M2 wires:
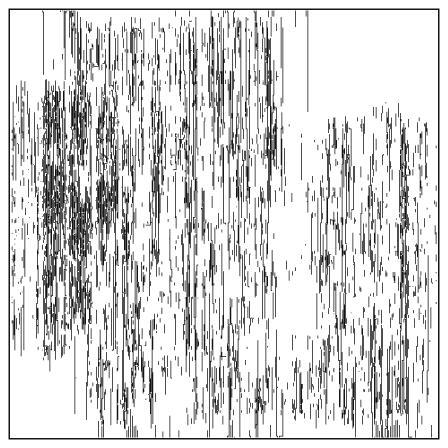
Placed cells, one colour a class:
Bar = 50 µm. Fill, decap, tap and diode cells in grey.
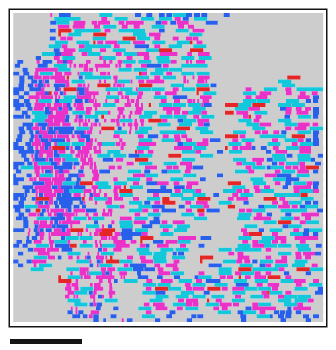
<file path="src/rtl/ifu_fetch_queue.sv">
// Instruction-fetch front end: sequential fetch with bounded outstanding requests, an in-order
// instruction queue toward EXU, flush redirect with stale-response dropping, and halt handshake.
module ifu_fetch_queue #(
  parameter int unsigned PC_W    = 32,
  parameter int unsigned INSTR_W = 32,
  parameter int unsigned DEPTH   = 4,
  parameter int unsigned MAX_OTF = 2,
  localparam int unsigned OtfW   = $clog2(MAX_OTF + 1)
) (
  input  logic               clk,
  input  logic               rst_n,
  input  logic [PC_W-1:0]    pc_rtvec,
  output logic               ifu_req_valid,
  input  logic               ifu_req_ready,
  output logic [PC_W-1:0]    ifu_req_pc,
  input  logic               ifu_rsp_valid,
  output logic               ifu_rsp_ready,
  input  logic               ifu_rsp_err,
  input  logic [INSTR_W-1:0] ifu_rsp_instr,
  output logic               ifu_o_valid,
  input  logic               ifu_o_ready,
  output logic [INSTR_W-1:0] ifu_o_ir,
  output logic [PC_W-1:0]    ifu_o_pc,
  output logic               ifu_o_buserr,
  input  logic               pipe_flush_req,
  input  logic [PC_W-1:0]    pipe_flush_pc,
  output logic               pipe_flush_ack,
  input  logic               ifu_halt_req,
  output logic               ifu_halt_ack,
  output logic [OtfW-1:0]    ifu_otf_cnt
);

  localparam int unsigned PtrW = (DEPTH > 1) ? $clog2(DEPTH) : 1;
  localparam int unsigned CntW = $clog2(DEPTH + 1);

  logic               run_q;
  logic               start_pend_q, start_pend_d;
  logic               flushed_q, flushed_d;
  logic [PC_W-1:0]    fetch_pc_q, fetch_pc_d;
  logic [PC_W-1:0]    rsp_pc_q, rsp_pc_d;
  logic [OtfW-1:0]    otf_cnt_q, otf_cnt_d;
  logic [OtfW-1:0]    drop_cnt_q, drop_cnt_d;
  logic               halt_ack_q, halt_ack_d;
  logic [PtrW-1:0]    wr_ptr_q, wr_ptr_d, rd_ptr_q, rd_ptr_d;
  logic [CntW-1:0]    cnt_q, cnt_d;
  logic [INSTR_W-1:0] ir_q [DEPTH];
  logic [PC_W-1:0]    pc_q [DEPTH];
  logic [DEPTH-1:0]   err_q;

  logic req_hs, rsp_hs, push, pop;
  logic [31:0] otf_ext, cnt_ext;

  assign otf_ext = 32'(otf_cnt_q);
  assign cnt_ext = 32'(cnt_q);

  // Credit check counts outstanding requests against free queue entries, so a response
  // always has somewhere to land and the response channel never stalls.
  assign ifu_req_valid = run_q & ~pipe_flush_req & ~ifu_halt_req & ~halt_ack_q &
                         (otf_ext < MAX_OTF) & ((otf_ext + cnt_ext) < DEPTH);
  assign ifu_req_pc    = (start_pend_q & ~flushed_q) ? pc_rtvec : fetch_pc_q;
  assign ifu_rsp_ready = 1'b1;
  assign pipe_flush_ack = 1'b1;

  assign req_hs = ifu_req_valid & ifu_req_ready;
  assign rsp_hs = ifu_rsp_valid;
  assign push   = rsp_hs & ~pipe_flush_req & (drop_cnt_q == '0);
  assign pop    = ifu_o_valid & ifu_o_ready;

  assign ifu_o_valid  = (cnt_q != '0) & ~pipe_flush_req;
  assign ifu_o_ir     = ir_q[rd_ptr_q];
  assign ifu_o_pc     = pc_q[rd_ptr_q];
  assign ifu_o_buserr = err_q[rd_ptr_q];
  assign ifu_halt_ack = halt_ack_q;
  assign ifu_otf_cnt  = otf_cnt_q;

  always_comb begin
    start_pend_d = start_pend_q;
    flushed_d    = flushed_q | pipe_flush_req;
    fetch_pc_d   = fetch_pc_q;
    rsp_pc_d     = rsp_pc_q;
    otf_cnt_d    = otf_cnt_q;
    drop_cnt_d   = drop_cnt_q;
    halt_ack_d   = halt_ack_q;
    wr_ptr_d     = wr_ptr_q;
    rd_ptr_d     = rd_ptr_q;
    cnt_d        = cnt_q;

    if (req_hs && !rsp_hs) begin
      otf_cnt_d = otf_cnt_q + OtfW'(1);
    end else if (!req_hs && rsp_hs) begin
      otf_cnt_d = otf_cnt_q - OtfW'(1);
    end

    if (push) begin
      rsp_pc_d = rsp_pc_q + PC_W'(4);
      wr_ptr_d = wr_ptr_q + PtrW'(1);
    end
    if (pop) begin
      rd_ptr_d = rd_ptr_q + PtrW'(1);
    end
    if (push && !pop) begin
      cnt_d = cnt_q + CntW'(1);
    end else if (!push && pop) begin
      cnt_d = cnt_q - CntW'(1);
    end

    if (req_hs) begin
      fetch_pc_d = ifu_req_pc + PC_W'(4);
      if (start_pend_q) begin
        rsp_pc_d     = ifu_req_pc;
        start_pend_d = 1'b0;
      end
    end

    if (pipe_flush_req) begin
      fetch_pc_d   = pipe_flush_pc;
      start_pend_d = 1'b1;
      drop_cnt_d   = otf_cnt_q - OtfW'(rsp_hs);
      wr_ptr_d     = '0;
      rd_ptr_d     = '0;
      cnt_d        = '0;
    end else if (rsp_hs && drop_cnt_q != '0) begin
      drop_cnt_d = drop_cnt_q - OtfW'(1);
    end

    if (!ifu_halt_req) begin
      halt_ack_d = 1'b0;
    end else if (otf_cnt_q == '0) begin
      halt_ack_d = 1'b1;
    end
  end

  always_ff @(posedge clk or negedge rst_n) begin
    if (!rst_n) begin
      run_q        <= 1'b0;
      start_pend_q <= 1'b1;
      flushed_q    <= 1'b0;
      fetch_pc_q   <= '0;
      rsp_pc_q     <= '0;
      otf_cnt_q    <= '0;
      drop_cnt_q   <= '0;
      halt_ack_q   <= 1'b0;
      wr_ptr_q     <= '0;
      rd_ptr_q     <= '0;
      cnt_q        <= '0;
    end else begin
      run_q        <= 1'b1;
      start_pend_q <= start_pend_d;
      flushed_q    <= flushed_d;
      fetch_pc_q   <= fetch_pc_d;
      rsp_pc_q     <= rsp_pc_d;
      otf_cnt_q    <= otf_cnt_d;
      drop_cnt_q   <= drop_cnt_d;
      halt_ack_q   <= halt_ack_d;
      wr_ptr_q     <= wr_ptr_d;
      rd_ptr_q     <= rd_ptr_d;
      cnt_q        <= cnt_d;
    end
  end

  always_ff @(posedge clk or negedge rst_n) begin
    if (!rst_n) begin
      for (int unsigned i = 0; i < DEPTH; i++) begin
        ir_q[i] <= '0;
        pc_q[i] <= '0;
      end
      err_q <= '0;
    end else if (push) begin
      ir_q[wr_ptr_q]  <= ifu_rsp_instr;
      pc_q[wr_ptr_q]  <= rsp_pc_q;
      err_q[wr_ptr_q] <= ifu_rsp_err;
    end
  end

endmodule

</file>
<file path="config.mk">
export PLATFORM = sky130hd
export DESIGN_NAME = ifu_fetch_queue
export DESIGN_NICKNAME = d
export VERILOG_FILES = /design/src/rtl/ifu_fetch_queue.sv
export SDC_FILE = /design/constraint.sdc
export NUM_CORES = 1
export LEC_CHECK = 0
export CORE_MARGIN = 2
export CORE_UTILIZATION = 35
export DETAILED_ROUTE_END_ITERATION = 6
export GPL_ROUTABILITY_DRIVEN = 0
export PLACE_DENSITY = 0.54
export SETUP_SLACK_MARGIN = 0.2
export SLEW_MARGIN = 20
export SYNTH_ARGS = -nofsm -noshare
export SYNTH_HDL_FRONTEND = slang
export SYNTH_SLANG_ARGS = --single-unit
</file>
<file path="constraint.sdc">
create_clock -name clk -period 2.9 [get_ports clk]
set_clock_uncertainty 0.1 [all_clocks]
set_input_delay 0.58 -clock clk [delete_from_list [all_inputs] [get_ports clk]]
set_output_delay 0.58 -clock clk [all_outputs]
set_load 0.01 [all_outputs]
</file>
==> GITHUB_STEP_SUMMARY <==
## Synthesis and layout report

| Metric | Value |
|---|---|
| First-pass GRT wire length | `69900 µm` |
| Outcome | `complete, no violations` |
| Dominant logic cell types in the final layout | `336 x dfrtp_1, 249 x mux2_2, 125 x buf_6` |
| Largest cell class | `registers` |
| IO Count | `208` |
| Invs w/o clock | `25` |
| Antenna-violating nets left | `0` |
| Ratio of cells with drive above 1 in the final layout | `between 40% and 50%` |
| CP Capture Point | `ifu_req_pc[5]` |
| Worst Setup SP | `start_pend_q` |
| Switching Fraction | `between 30% and 40%` |
| Area share, top type | `between 50 and 60%` |
| PnR worst setup slack | `39.7 ps` |
| Dpl cells | `2049` |
| Met3 usage | `3.95%` |
| Met1 layer usage reported by global route | `26.3%` |
| CP dominant cell by count | `buf_6` |
| Yosys cell count | `1249` |
| Crit path launch type | `flip-flop` |
| Pwr dens | `between 800 and 900 nW/µm²` |
| Hold_sp | `pipe_flush_req` |
| Combinational Power | `6.62 mW` |
| Logic area | `7840 µm²` |
| Lkg Pwr | `10.6 nW` |
| Fp util | `35.2%` |
| Resize count post-CTS | `536` |
| Crit path DRT | `2220 ps` |
| H-Tree Depth | `2` |
| Clk pwr share | `26.1%` |
| Crit Path Max Fanout | `5` |
| GRT Residual Overflow | `0` |
| Reg2reg path depth | `14` |
| Final worst path period share | `98.6%` |
| Finished Layout Cells | `2245` |
| CTS tree | `yes` |
| Clock buffer cells | `59` |
| CP endpoint kind | `primary output` |
| Critical-path top delay cell | `dfstp_2` |
| Tap Count | `607` |
| Vias in the first global route | `12000` |
| Drt first-iter violations | `597` |
| Final hold vios | `0` |
| Critical path class | `flip-flop to primary output` |
| XOR Share, Synth | `2.74%` |
| Via density | `5.17` |
| Post-synth design cell area | `16300 µm²` |
| Comb pwr share | `36.1%` |
| Met2 WL | `about 22000 µm` |
| Number of distinct library cells after synthesis | `67` |
| Number of non-clock buffers | `394` |
| First-pass DRT Iterations | `5` |
## Picture notes: 'M2 wires'
1567 nets have wire on it. The longest straight run is 77.9 µm. The layer holds 47% of the routed length.
met2 Use GR: 30.5%
vias: 11600
drt total wl: 46400 µm

## Picture notes: 'placed cells, one colour a class'
sequential cells: drawn in cyan, cells 339, share of their area 39%. clock drivers and dummy loads: drawn in red, cells 70, share of their area 5.6%. remaining logic cells: drawn in magenta, cells 835, share of their area 36%. remaining buffers and delay cells: drawn in blue, cells 394, share of their area 20%.
fraction of area in registers: 37.2%
final core occ: 49.3%
design area: 22800 µm²
number of core rows: 79
CORE AREA: 46300 µm²

Power and IR drop assume default switching activity.
